<file path="src/rtl/pipe_elastic_stage.sv">
// Elastic pipeline stage: DEPTH-entry circular buffer with valid/ready, flush and hazard lookup.
// Optional macro PIPE_ELASTIC_STATS_EN adds stall/bubble/flush statistics outputs.
module pipe_elastic_stage #(
    parameter int unsigned DATA_W = 32,
    parameter int unsigned RD_W   = 5,
    parameter int unsigned DEPTH  = 2
) (
    input  logic                         clk,
    input  logic                         rst,
    input  logic                         flush,
    input  logic                         in_valid,
    output logic                         in_ready,
    input  logic [DATA_W-1:0]            in_data,
    input  logic [RD_W-1:0]              in_rd_addr,
    input  logic                         in_rd_valid,
    output logic                         out_valid,
    input  logic                         out_ready,
    output logic [DATA_W-1:0]            out_data,
    output logic [RD_W-1:0]              out_rd_addr,
    output logic                         out_rd_valid,
    output logic [$clog2(DEPTH+1)-1:0]   count,
    input  logic [RD_W-1:0]              qry_addr,
    output logic                         qry_hit,
    output logic [DATA_W-1:0]            qry_data
`ifdef PIPE_ELASTIC_STATS_EN
    ,
    output logic [31:0]                  stall_cycles,
    output logic [31:0]                  bubble_cycles,
    output logic [15:0]                  flush_count
`endif
);

    localparam int unsigned PTR_W = (DEPTH > 1) ? $clog2(DEPTH) : 1;
    localparam int unsigned CNT_W = $clog2(DEPTH + 1);

    logic [DATA_W-1:0] data_q     [DEPTH];
    logic [RD_W-1:0]   rd_addr_q  [DEPTH];
    logic              rd_valid_q [DEPTH];
    logic [PTR_W-1:0]  head_q;
    logic [PTR_W-1:0]  tail_q;
    logic [CNT_W-1:0]  count_q;
    logic              push_c;
    logic              pop_c;
    logic [PTR_W-1:0]  qry_idx;

    function automatic logic [PTR_W-1:0] ptr_inc(input logic [PTR_W-1:0] p);
        return (p == PTR_W'(DEPTH - 1)) ? '0 : p + PTR_W'(1);
    endfunction

    // Handshake derives only from registered occupancy: no in-to-out or ready-to-ready path.
    assign in_ready  = (count_q < CNT_W'(DEPTH));
    assign out_valid = (count_q != '0);
    assign push_c    = in_valid & in_ready;
    assign pop_c     = out_valid & out_ready;
    assign count     = count_q;

    assign out_data     = out_valid ? data_q[head_q]     : '0;
    assign out_rd_addr  = out_valid ? rd_addr_q[head_q]  : '0;
    assign out_rd_valid = out_valid ? rd_valid_q[head_q] : 1'b0;

    // Buffer storage, pointers and occupancy; flush wins over push/pop.
    always_ff @(posedge clk or posedge rst) begin
        if (rst) begin
            head_q  <= '0;
            tail_q  <= '0;
            count_q <= '0;
            for (int i = 0; i < int'(DEPTH); i++) begin
                data_q[i]     <= '0;
                rd_addr_q[i]  <= '0;
                rd_valid_q[i] <= 1'b0;
            end
        end else if (flush) begin
            head_q  <= '0;
            tail_q  <= '0;
            count_q <= '0;
        end else begin
            if (push_c) begin
                data_q[tail_q]     <= in_data;
                rd_addr_q[tail_q]  <= in_rd_addr;
                rd_valid_q[tail_q] <= in_rd_valid;
                tail_q             <= ptr_inc(tail_q);
            end
            if (pop_c) begin
                head_q <= ptr_inc(head_q);
            end
            if (push_c && !pop_c) begin
                count_q <= count_q + CNT_W'(1);
            end else if (!push_c && pop_c) begin
                count_q <= count_q - CNT_W'(1);
            end
        end
    end

    // Walk oldest to youngest so the last match seen is the youngest one.
    always_comb begin
        qry_hit  = 1'b0;
        qry_data = '0;
        qry_idx  = '0;
        for (int k = 0; k < int'(DEPTH); k++) begin
            qry_idx = PTR_W'((int'(head_q) + k) % int'(DEPTH));
            if ((k < int'(count_q)) && (qry_addr != '0) &&
                rd_valid_q[qry_idx] && (rd_addr_q[qry_idx] == qry_addr)) begin
                qry_hit  = 1'b1;
                qry_data = data_q[qry_idx];
            end
        end
    end

`ifdef PIPE_ELASTIC_STATS_EN
    // Saturating event counters.
    always_ff @(posedge clk or posedge rst) begin
        if (rst) begin
            stall_cycles  <= '0;
            bubble_cycles <= '0;
            flush_count   <= '0;
        end else begin
            if (in_valid && !in_ready && (stall_cycles != '1)) begin
                stall_cycles <= stall_cycles + 32'd1;
            end
            if (out_ready && !out_valid && (bubble_cycles != '1)) begin
                bubble_cycles <= bubble_cycles + 32'd1;
            end
            if (flush && (flush_count != '1)) begin
                flush_count <= flush_count + 16'd1;
            end
        end
    end
`else
    // Default build carries no statistics logic.
`endif

endmodule

</file>
<file path="config.mk">
export PLATFORM = sky130hd
export DESIGN_NAME = pipe_elastic_stage
export DESIGN_NICKNAME = d
export VERILOG_FILES = /design/src/rtl/pipe_elastic_stage.sv
export SDC_FILE = /design/constraint.sdc
export NUM_CORES = 1
export LEC_CHECK = 0
export CAP_MARGIN = 10
export CORE_ASPECT_RATIO = 1.75
export CORE_MARGIN = 1.5
export CORE_UTILIZATION = 25
export DETAILED_ROUTE_END_ITERATION = 10
export HOLD_SLACK_MARGIN = 0.1
export SKIP_CTS_REPAIR_TIMING = 1
export SYNTH_ARGS = -nofsm -noshare
export SYNTH_HDL_FRONTEND = slang
export SYNTH_SLANG_ARGS = --single-unit
</file>
<file path="constraint.sdc">
create_clock -name clk -period 2.86 [get_ports clk]
set_input_delay 0.572 -clock clk [delete_from_list [all_inputs] [get_ports clk]]
set_output_delay 0.572 -clock clk [all_outputs]
set_load 0.02 [all_outputs]
</file>
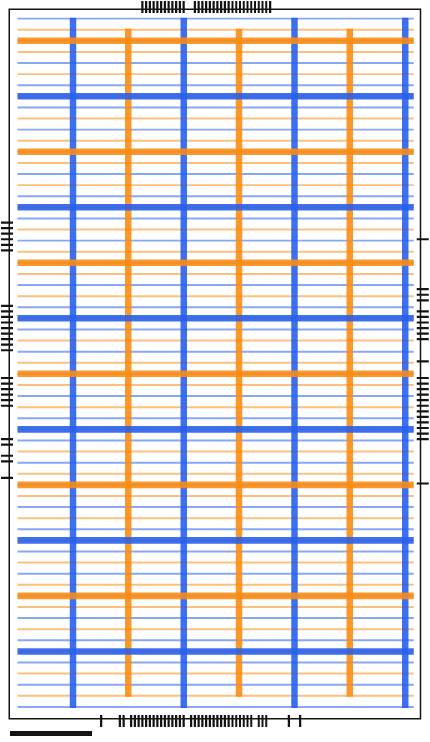
pdn.png
Scale bar: 20 um. Pins as bars on the die edge.
| colour | net |
|---|---|
| blue | VSS |
| orange | VDD |
met5 straps: 12
met4 straps: 7
signal pins: 123
rows: 62
peak supply drop: 412 uV
die span in x: 100 um
core outline area: 0.0164 mm2
chip height: 173 um

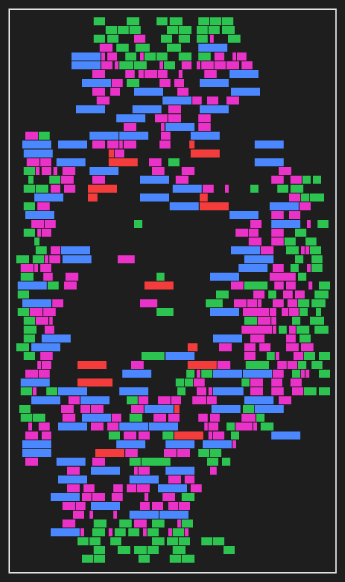
cell_classes.png
| colour | class | cells |
|---|---|---|
| magenta | all other logic | 234 |
| red | clock drivers and dummy loads | 16 |
| green | other buffers and delay cells | 159 |
| blue | flip-flops | 80 |
Design Area, Final: 0.00634 mm2
Std-Cell Rows: 62

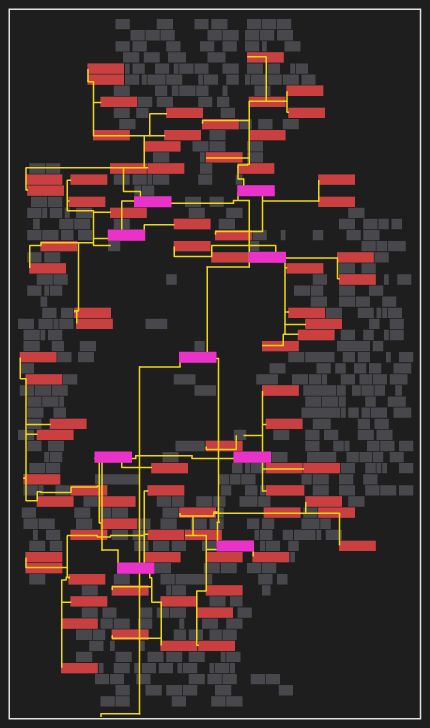
clock_map.png
[magenta] cells driving clock nets | count: 9
[yellow] clock wires | length: 1,120 um
[red] flip-flops | count: 80
routed clock nets: 10
flops lie: spread over the die
Fin Clk Skew: 11.1 ps
clock share of power: 17.3%
power consumed by the clock network: 1.14 mW
Insertion Delay late pin: 340 ps

==> results.rst <==
Physical design figures
=======================

.. list-table::
   :header-rows: 1

   * - Metric
     - Value
   * - Vias per inst
     - 4.57
   * - Clock buffer depth
     - 2
   * - Max-slew headroom
     - 52.9%
   * - Largest fanout of any net on the critical path
     - 8
   * - Required time of the critical path
     - 2290 ps
   * - Buffers on Ports
     - 122
   * - Total design power
     - 6.57 mW
   * - Status
     - finished with violations
   * - DPL Wire Length
     - about 8400 um
   * - Count of final hold-check violations
     - 0
   * - Power spent charging and discharging nets
     - about 2.5 mW
   * - Switching share of power
     - approximately 37%
   * - Failing checks
     - setup timing
   * - Maximum clock rate
     - 295 MHz
   * - Fill count
     - 1,595
   * - Least setup slack across all paths after layout
     - -529 ps
   * - Final weighted congestion in routability-driven placement
     - 0.794
   * - Share of layout cells above drive strength 1
     - 36.2%
   * - Minimum clock period
     - 3390 ps
   * - Combined area of the multi-input logic cells
     - 0.00212 mm2
   * - Final clock period utilization by the worst path
     - 119%
   * - Maximum number of pins on one net before global-route repair
     - 43
   * - Count of maximum capacitance violations
     - 0
   * - Family with the most delay on the worst path
     - buffers and inverters
   * - Most popular library cell in the synthesized design by count
     - dfrtp_1
   * - Post-synth top flop
     - dfrtp_1
   * - Number of levels in the clock H-tree
     - 3
   * - Flip-flops with a built-in enable
     - 0
   * - Power per cell area
     - ~1000 mW/mm2
   * - Average cell area after synthesis
     - 12.4 um2
   * - Ys flops
     - ~80
   * - Int Pwr
     - 4.12 mW
   * - Max-slew violation count
     - 0
   * - Total CTS buffers
     - 9
   * - Worst path buffer plus inverter count
     - 4
   * - Path type of the worst min-delay path
     - flip-flop to flip-flop
   * - Largest cells by area
     - dfrtp_1 (48%), mux2_2 (21%), mux2i_1 (11%)
   * - Slowest stage delay, CP
     - 420 ps
   * - Data arrival time at the worst-slack endpoint
     - 2820 ps
   * - First-pass detailed-route iteration total
     - 4
   * - Nets
     - 534
   * - Element type at the critical path start
     - flip-flop
   * - Final-report setup violation count
     - 32
   * - Seq share, synth
     - 48.2%
   * - YS warnings
     - 0
   * - Vias in the first global route
     - 3,531
   * - I/O pin count
     - approximately 120
   * - Summed standard-cell area reported by yosys
     - 0.00415 mm2
   * - Sequential power share
     - 32.5%
   * - Die Outline Area
     - 0.0174 mm2
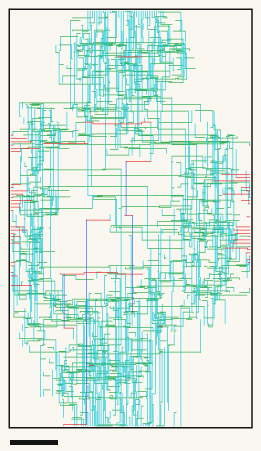
metal_stack.png
Scale bar: 20 um.
| colour | layer | wire length |
|---|---|---|
| red | met3 | 338 um |
| cyan | met2 | 7,200 um |
| green | met1 | 4,740 um |
| blue | met4 | 170 um |
GRT Total Usage: 14.0%
detailed-route via count: 3,260

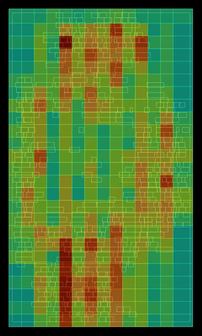
final_congestion.png
met2 layer usage reported by global route: 27.5%
fraction of the core area covered by cells at the end of the flow: 38.8%

-- final timing paths --
| check | startpoint | end | slack, ps | cells past startpoint |
|---|---|---|---|---|
| max | head_q | qry_data[8] | -530 | 10 |
| min | data_q[7] | data_q[7] | 530 | 1 |
| max reg2reg | count[1] | rd_addr_q[2] | 1060 | 6 |
| min reg2reg | data_q[7] | data_q[7] | 530 | 1 |
| max in group asynchronous | rst | data_q[8] | 1510 | 3 |
| min in group asynchronous | rst | data_q[30] | 670 | 2 |
-- logic make-up (layout without fill, tap and decap cells) --
kind of cell	Yosys count	in the layout	share of synthesized area, %
XOR/XNOR	14	14	2.95
flip-flops	80	80	48.2
AND-OR/OR-AND	33	33	6.96
adder cells (fa/ha/maj)	2	2	0.603
AND/OR/NAND/NOR	56	56	5.82
buffers and inverters	28	179	3.38
multiplexers	123	125	32.1
-- power groups by stage --
stage                     combinational (mW)  clock (mW)  sequential, mW
after floorplan                         1.95           0            2.03
after global placement                  3.14           0            2.12
after detailed placement                3.16           0            2.17
after CTS                               3.18        1.18            2.15
after global routing                    3.54        1.23            2.22
final                                   3.30        1.14            2.13
-- per-stage QoR --
stage	area, um2	std cells
2_1_floorplan	4150	336
6_report	6340	713
4_1_cts	6060	700
5_1_grt	6340	713
3_3_place_gp	5760	684
3_5_place_dp	5760	684
-- worst reg2reg max path: cells and delay by family, from the launching register on --
family	cells	cell delay [ps]
muxes	1	390
buffers and inverters	3	530
and+or+nand+nor	2	370
DFF	1	380
-- per-layer routing --
metal | global-route usage (%) | wire (um) | vias to the layer above
li1 | - | - | 1508
met1 | 14.3 | 4740 | 1673
met4 | 5.69 | 170 | 0
met5 | 0 | 0 | -
met3 | 2.10 | 338 | 9
met2 | 27.5 | 7200 | 70
-- flip-flops by register name, indices dropped and copies added, names as in the netlist --
name / flops
rd_valid_q: 2
tail_q: 1
count: 2
data_q: 64
head_q: 1
rd_addr_q: 10
-- cell type report --
type                            instances  area share, %
Tap cell                              224           4.42
Clock inverter                          7           1.10
Inverter                                4          0.256
Timing Repair Buffer                  159           25.7
Clock buffer                            9           3.55
Sequential cell                        80           31.6
Multi-Input combinational cell        230           33.4
-- layout by cell type (no fill, tap or decap), drive strengths merged, types with 2 or more instances in the layout --
cell type / netlist / routed
nand2: 2 / 2
ha: 2 / 2
mux2: 77 / 79
dlymetal6s2s: 0 / 8
xnor2: 11 / 11
clkbuf: 10 / 12
buf: 14 / 65
a22o: 32 / 32
nor2: 42 / 42
nor4: 3 / 3
mux2i: 46 / 46
clkinv: 0 / 5
xor2: 3 / 3
nand3: 2 / 2
clkdlybuf4s50: 0 / 83
inv: 4 / 4
nor3: 2 / 2
dfrtp: 80 / 80
Power is estimated from default activity; no workload was simulated.
